Figure 1. Drive-strength map (run 1).
The bar under the picture is 50 um long.
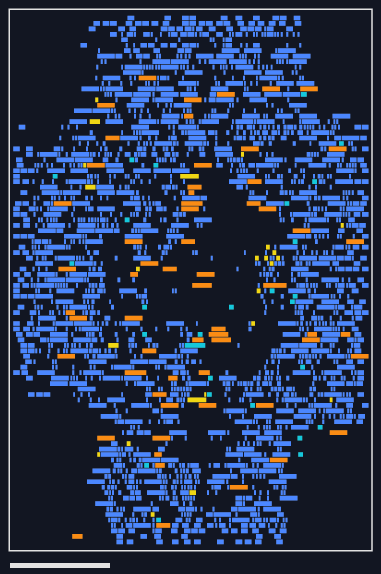
Figure 2. Clock distribution (run 1).
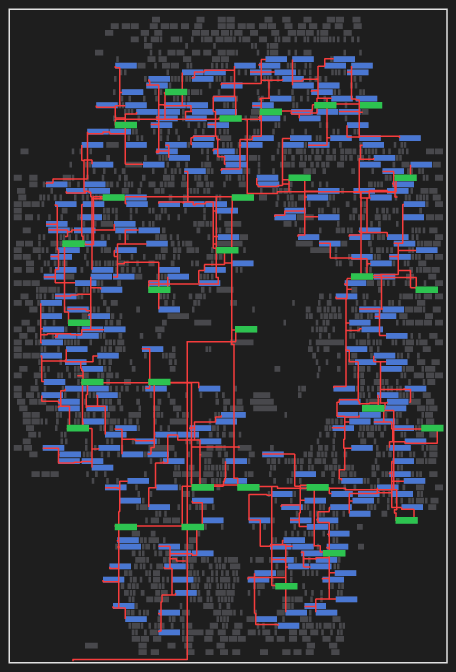
Figure 3. Met4 routing (run 1).
The bar under the picture is 50 um long.
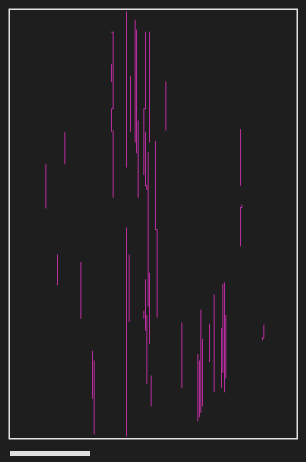
===== config.mk =====
export PLATFORM = sky130hd
export DESIGN_NAME = topk_stream_out
export DESIGN_NICKNAME = d
export VERILOG_FILES = /design/src/rtl/topk_pkg.sv /design/src/rtl/topk_stream_out.sv
export SDC_FILE = /design/constraint.sdc
export NUM_CORES = 1
export LEC_CHECK = 0
export ABC_AREA = 1
export CAP_MARGIN = 5
export CORE_ASPECT_RATIO = 1.5
export CORE_UTILIZATION = 28
export DETAILED_ROUTE_END_ITERATION = 12
export PLACE_DENSITY = 0.56
export SETUP_SLACK_MARGIN = 0.05
export SYNTH_ARGS = -nofsm -noshare
export SYNTH_HDL_FRONTEND = slang
export SYNTH_SLANG_ARGS = --single-unit
export TNS_END_PERCENT = 100

===== constraint.sdc =====
create_clock -name clk_i -period 3.55 [get_ports clk_i]
set_input_delay 0.5325 -clock clk_i [delete_from_list [all_inputs] [get_ports clk_i]]
set_output_delay 0.5325 -clock clk_i [all_outputs]
set_load 0.005 [all_outputs]

===== src/rtl/topk_pkg.sv =====
//------------------------------------------------------------------------------
// Package : topk_pkg
// Purpose : Shared types and helpers for the top-k stream reader at the end
//           of the sorter datapath.
//           - state_e   : reader FSM states
//           - MAX_DATALENGTH / LENW : default vector size and length width
//           - clamp_len : min() helper used for length and k clamping
// Rev     : 1.0  initial release
//------------------------------------------------------------------------------
`default_nettype none

package topk_pkg;

  localparam int MAX_DATALENGTH = 32;
  localparam int LENW           = 6;

  typedef enum logic [1:0] {
    IDLE   = 2'd0,
    STREAM = 2'd1,
    DONE   = 2'd2
  } state_e;

  // Saturating clamp: returns min(len, max).
  function automatic logic [LENW-1:0] clamp_len(input logic [LENW-1:0] len,
                                                input logic [LENW-1:0] max);
    return (len > max) ? max : len;
  endfunction

endpackage

`default_nettype wire


===== src/rtl/topk_stream_out.sv =====
//------------------------------------------------------------------------------
// Module  : topk_stream_out
// Purpose : Captures one ascending-sorted, padded vector plus its real length
//           and streams the k largest real entries out, largest first, one
//           per beat over a valid/ready interface. Padding entries (above the
//           real length) are skipped purely by position.
//
// Ports   : clk_i            clock, rising edge
//           rstn_i           asynchronous active-low reset
//           in_valid_i       input vector valid
//           in_ready_o       block idle and able to accept a vector
//           sorted_i         DATAWIDTH x MAX_DATALENGTH, entry i at
//                            [i*DATAWIDTH +: DATAWIDTH], ascending
//           in_data_length_i unpadded length
//           k_i              number of top entries wanted
//           m_valid_o        output beat valid
//           m_ready_i        downstream ready
//           m_data_o         element value
//           m_rank_o         0 for the largest element, then 1, 2, ...
//           m_last_o         final beat of this vector
//           done_o           one-cycle pulse after the vector is emitted
//           abort_i          (TOPK_ABORT_EN only) drop the current vector
//
// Config  : define TOPK_ABORT_EN to add abort_i.
// Rev     : 1.0  initial release
//------------------------------------------------------------------------------
`default_nettype none

module topk_stream_out #(
  parameter int DATAWIDTH      = 8,
  parameter int MAX_DATALENGTH = 32,
  parameter int LENW           = 6
) (
  input  logic                                clk_i,
  input  logic                                rstn_i,
  input  logic                                in_valid_i,
  output logic                                in_ready_o,
  input  logic [DATAWIDTH*MAX_DATALENGTH-1:0] sorted_i,
  input  logic [LENW-1:0]                     in_data_length_i,
  input  logic [LENW-1:0]                     k_i,
`ifdef TOPK_ABORT_EN
  input  logic                                abort_i,
`endif
  output logic                                m_valid_o,
  input  logic                                m_ready_i,
  output logic [DATAWIDTH-1:0]                m_data_o,
  output logic [LENW-1:0]                     m_rank_o,
  output logic                                m_last_o,
  output logic                                done_o
);

  import topk_pkg::*;

  localparam int PTRW = (MAX_DATALENGTH > 1) ? $clog2(MAX_DATALENGTH) : 1;

  state_e                 state;
  state_e                 state_nxt;
  logic [DATAWIDTH-1:0]   buffer [MAX_DATALENGTH];
  logic [PTRW-1:0]        ptr;
  logic [LENW-1:0]        cnt;
  logic [LENW-1:0]        k_eff_q;

  logic [LENW-1:0]        len_eff;
  logic [LENW-1:0]        k_eff;
  logic [LENW-1:0]        len_m1;
  logic                   accept;
  logic                   handshake;
  logic                   is_last;

  // Clamp length to the buffer size, then k to the real length, so the
  // read pointer can never walk below entry 0.
  assign len_eff   = clamp_len(in_data_length_i, LENW'(MAX_DATALENGTH));
  assign k_eff     = clamp_len(k_i, len_eff);
  assign len_m1    = len_eff - LENW'(1);

  assign accept    = in_valid_i && (state == IDLE);
  assign handshake = (state == STREAM) && m_ready_i;
  assign is_last   = (cnt == (k_eff_q - LENW'(1)));

  //----------------------------------------------------------------------------
  // FSM: state register
  //----------------------------------------------------------------------------
  always_ff @(posedge clk_i or negedge rstn_i) begin
    if (!rstn_i) begin
      state <= IDLE;
    end else begin
      state <= state_nxt;
    end
  end

  //----------------------------------------------------------------------------
  // FSM: next-state logic
  //----------------------------------------------------------------------------
  always_comb begin
    state_nxt = state;
    case (state)
      IDLE: begin
        if (accept) begin
          state_nxt = (k_eff == '0) ? DONE : STREAM;
        end
      end
      STREAM: begin
        if (handshake && is_last) begin
          state_nxt = DONE;
        end
      end
      DONE: begin
        state_nxt = IDLE;
      end
      default: begin
        state_nxt = IDLE;
      end
    endcase
`ifdef TOPK_ABORT_EN
    // Abort wins over a simultaneous handshake and suppresses done_o.
    if (abort_i && (state != IDLE)) begin
      state_nxt = IDLE;
    end
`endif
  end

  //----------------------------------------------------------------------------
  // FSM: outputs
  //----------------------------------------------------------------------------
  always_comb begin
    in_ready_o = 1'b0;
    m_valid_o  = 1'b0;
    m_data_o   = '0;
    m_rank_o   = '0;
    m_last_o   = 1'b0;
    done_o     = 1'b0;
    case (state)
      IDLE: begin
        in_ready_o = 1'b1;
      end
      STREAM: begin
        m_valid_o = 1'b1;
        m_data_o  = buffer[ptr];
        m_rank_o  = cnt;
        m_last_o  = is_last;
      end
      DONE: begin
        done_o = 1'b1;
      end
      default: begin
        in_ready_o = 1'b0;
      end
    endcase
  end

  //----------------------------------------------------------------------------
  // Datapath: buffer, read pointer, beat counter, registered k
  //----------------------------------------------------------------------------
  always_ff @(posedge clk_i or negedge rstn_i) begin
    if (!rstn_i) begin
      for (int i = 0; i < MAX_DATALENGTH; i++) begin
        buffer[i] <= '0;
      end
      ptr     <= '0;
      cnt     <= '0;
      k_eff_q <= '0;
    end else if (accept) begin
      for (int i = 0; i < MAX_DATALENGTH; i++) begin
        buffer[i] <= sorted_i[i*DATAWIDTH +: DATAWIDTH];
      end
      // Top real entry sits at len_eff-1; when len_eff is 0 the pointer
      // value is irrelevant because no beat is emitted.
      ptr     <= len_m1[PTRW-1:0];
      cnt     <= '0;
      k_eff_q <= k_eff;
    end else if (handshake) begin
      ptr <= ptr - PTRW'(1);
      cnt <= cnt + LENW'(1);
    end
  end

endmodule

`default_nettype wire


==> run summary, run 1 <==
yosys + openroad results -> Seq pwr share between 30% and 40%, Int Power 9.13 mW, Synth top cells by count 871 x nand2_1, 275 x dfrtp_1, 169 x nor2_1, 109 x o21ai_0, 59 x buf_2, antenna violations before repair 4, register share after synthesis 51.6%, Netlist cell types 31, die height 269 um, worst vdd ir between 0.3 and 0.4 mV, # port buffers roughly 290, Routed wire per std cell roughly 18 um, met3 routed wirelength around 2100 um, Flop area just under 7000 sq um, Synth Flop Type dfrtp_1, post-route insts no fill 2620, Worst EP arrival 2.90 ns, Total Neg Setup Slack 0 ns, status finished, final reports clean, switching part of the total 41.9%, unrepaired setup endpoints after global routing true, Tot GR Track Use 19.3%, I/O Pins 290, Row Count 97, asr flop ratio synth 100%, biggest area cells dfrtp_1 52%, nand2_1 25%, nor2_1 4.8%, highest metal used met4, cell count after synthesis 1755
Notes on Figure 1 above:
legend:
  yellow:
    size: drive 2
    cells: 24
    share: 1.2%
    most_used: nor2_2
  blue:
    size: drive 1 or less
    cells: 1911
    share: 95%
    most_used: nand2_1
  cyan:
    size: drive 3 to 4
    cells: 27
    share: 1.3%
    most_used: buf_4
  orange:
    size: drive 6 and up
    cells: 60
    share: 3.0%
    most_used: clkbuf_16
setup ws final: 0.117 ns
Area Growth Syn to Fin: 34.8%
fin area: 18000 sq um
Buffers, non-clock: 327

Notes on Figure 2 above:
legend:
  blue:
    item: flip-flops
    count: 275
  green:
    item: cells driving clock nets
    count: 30
  red:
    item: clock wires
    length: 3980 um
routed clock nets: 31
flops lie: all over the die
clk latency late pin: 0.58 ns
Clk network pwr share: 20.1%
Worst Skew: 0.0195 ns
Clock group: 3.16 mW

Notes on Figure 3 above:
longest straight run: 131 um
main direction: vertical
share of all routed wire: 4.1%
nets with wire on the layer: 32
vias: 12500
total wire length: 48100 um

[run 1: power by group through the flow]
stage,Combinational (mW),Clock [mW],Sequential (mW)
2_1_floorplan,4.54,0,5.21
3_3_place_gp,6.46,0,5.73
3_5_place_dp,6.56,0,5.71
4_1_cts,6.71,3.24,5.70
5_1_grt,7.76,3.35,5.83
6_report,6.87,3.16,5.69
[run 1: critical path, stage by stage, from the launching register on]
cell             delay (ns)
dfrtp_2                0.45
inv_6                  0.16
buf_12                 0.21
o21ai_1                0.13
o221ai_2               0.20
nand3_1                0.20
nand2_1                0.14
nor2_1                 0.07
nor2_2                 0.19
clkdlybuf4s50_1        0.53
[run 1: repair_timing]
item | 4_1_cts | 5_1_grt
buffers inserted | 0 | 4
hold buffers | 0 | 0
endpoints found under the hold margin | 0 | 0
gates cloned | 1 | 2
resized | 12 | 17
setup endpoints to repair | 8 | 8
pin swaps | 0 | 4
[run 1: how the worst max path moves through the flow]
stage	startpoint	endpoint	slack (ns)
after global routing	ptr[0]	m_data_o[6]	-0.02
after detailed placement	ptr[0]	m_data_o[4]	0.45
final	ptr[1]	m_data_o[3]	0.12
after global placement	ptr[0]	m_data_o[2]	0.49
after floorplan	in_data_length_i[5]	state[0]	1.58
after CTS	ptr[0]	m_data_o[4]	0.04
[run 1: per-layer routing]
metal / global-route usage [%] / vias up
met5: 0 / -
met4: 9.58 / 0
met3: 2.13 / 85
met2: 34.5 / 422
met1: 23.0 / 5946
li1: - / 6072
[run 1: flip-flops by register name, indices dropped and copies added, names as in the netlist]
signal	flops
k_eff_q	6
cnt	6
ptr	5
buffer	256
state	2
[run 1: cell families after synthesis]
kind of cell    synth area share [%]
xor+xnor                       0.657
flops                           51.6
buf+inv                         5.65
simple gates                    31.3
compound gates                  9.86
fa+ha+maj                      0.845
Figure 4. Clock routing (run 1).
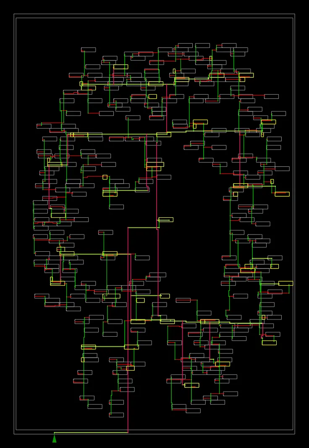

## Run 2: what changed since run 1
CORE_ASPECT_RATIO = 0.5   (was 1.5)
CORE_UTILIZATION = 55   (was 28)
PLACE_DENSITY = 0.93   (was 0.56)
SKIP_CTS_REPAIR_TIMING = 1   (was unset)
Figure 5. Clock routing (run 2).
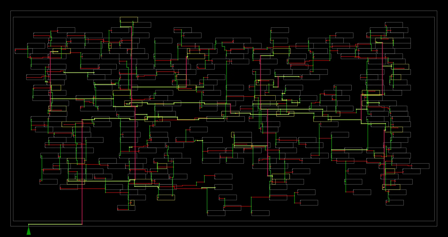
clock tree sinks: 275
sequential cells: 275

==> run 2 against run 1 <==
Count of clock-buffer cells in the layout is 7 lower. First-iteration DRC count grew 120%. Final area fell by 3.9%. Via count grew 5.0%. Synthesized area is the same. Maximum frequency is 1.2% lower. Critical path type unchanged. Die area decreased by 49%. Largest cell class unchanged. Utilization grew 36 points. Sequential power hardly changed.
==> run summary, run 2 <==
yosys + openroad results -> setup ws final 0.0759 ns (-0.0415 ns), asr flop ratio synth 100% (unchanged), Area Growth Syn to Fin 29.5%, fin area 17300 sq um (-3.9%), Worst EP arrival 2.94 ns (+0.04 ns), area fraction in xor and xnor cells 0.657% (unchanged), biggest registers after layout buffer x256, cnt x6, k_eff_q x6, total wire length 42200 um (-12%), Place WS 0.504 ns, Slew Viols, Final 0, Largest register FFs 256 (unchanged), Synth top cells by count 871 x nand2_1, 275 x dfrtp_1, 169 x nor2_1, 109 x o21ai_0, 59 x buf_2, cell count after synthesis 1755 (unchanged), clk latency late pin 0.54 ns (-0.04 ns), Tot GR Track Use 32.8% (+13 points), worst vdd ir 0.454 mV (+15%), DR iter-0 viols 2023, die height 112 um (-58%), Largest logic family simple AND/OR/NAND/NOR gates, # port buffers 289 (unchanged), Netlist cell types 31 (unchanged), critical path peak fanout ~43, crit path cell chain clkinv_8 -> buf_12 -> nor2_1 -> o221ai_1 -> nand3_1 -> nand2_1 -> nor2_1 -> nor2_1 -> clkdlybuf4s50_1, aoi share 9.86% (unchanged), Max stage delay on crit path 0.59 ns (+0.06 ns), Remaining Overflow, GRT 0, Row Count 39 (-60%), antenna violations before repair 2 (-2), Post-synth mux share 0% (unchanged), yosys simple share 31.3% (unchanged), unrepaired setup endpoints after global routing false, Crit-path slowest cell dfrtp_4, vias 13200 (+5.0%), combinational share of cell area roughly 33%, Yosys top cell area share 51.6%, relative slew slack 40.3%, first-pass GRT wire length 64300 um, Post-Synth Adder-Cell Area 0.845% (unchanged), Worst Skew 0.00586 ns (-0.0136 ns), largest register by flop count buffer, status finished, final reports clean, Synth Flop Type dfrtp_1, Flop area 6890 sq um (about the same), register share after synthesis 51.6% (unchanged), HPWL after DPL 27600 um, I/O Pins 290 (unchanged), Final Critical Period 3.47 ns, most frequent cell on the critical path nor2_1, Buffers, non-clock 320 (-2.1%), ANT nets after route 0
==> run 2: cell count changes in the layout (fill, tap and decap cells not counted), moves of 3 or more <==
cell / change
buf_12: -3
buf_4: -4
clkbuf_16: -5
clkdlybuf4s50_1: +3
clkinv_2: -4
diode_2: -3
dlymetal6s2s_1: -3
nor2_1: +8
nor2_2: -8
==> run 2: path summary, 6_finish.rpt <==
kind / depth (start not counted) / startpoint / to / slack [ns]
setup / recovery: 9 / ptr[0] / m_data_o[1] / 0.08
hold / removal: 1 / rstn_i / buffer[239] / 0.02
setup reg to reg: 6 / state[0] / buffer[59] / 1.24
hold reg to reg: 2 / buffer[200] / buffer[200] / 0.48
max in group asynchronous: 2 / rstn_i / buffer[192] / 2.57
min in group clk_i: 2 / buffer[200] / buffer[200] / 0.48
==> run 2: critical path, delay by kind of cell (launching register included) <==
family	cells	cell delay, ns
buf+inv	3	0.88
simple gates	5	0.67
flops	1	0.59
compound gates	1	0.24
==> run 2: layer usage <==
layer / GRT usage [%] / wire [um]
met1: 43.0 / 16300
met2: 54.0 / 19800
met3: 7.51 / 4290
met4: 11.4 / 1800
met5: 0 / 13
==> run 2: metrics by stage <==
stage | util [%] | power, mW | setup TNS [ns] | hold WS [ns] | instances
2_1_floorplan | - | 9.75 | 0 | 0.237 | 1755
3_3_place_gp | 69.9 | 11.6 | 0 | 0.457 | 2261
3_5_place_dp | 69.9 | 11.8 | 0 | 0.461 | 2261
4_1_cts | 73.5 | 14.7 | -0.278 | 0.0704 | 2301
5_1_grt | 74.1 | 16.2 | 0 | 0.103 | 2310
6_report | 74.1 | 15.2 | 0 | 0.0185 | 2310
==> run 2: power by group <==
group	internal, mW	switching [mW]
Sequential	4.61	1.07
Clock	1.62	1.19
Combinational	2.54	4.20
Total	8.78	6.46
No activity file was given, so power comes from the tool's default toggle rates.
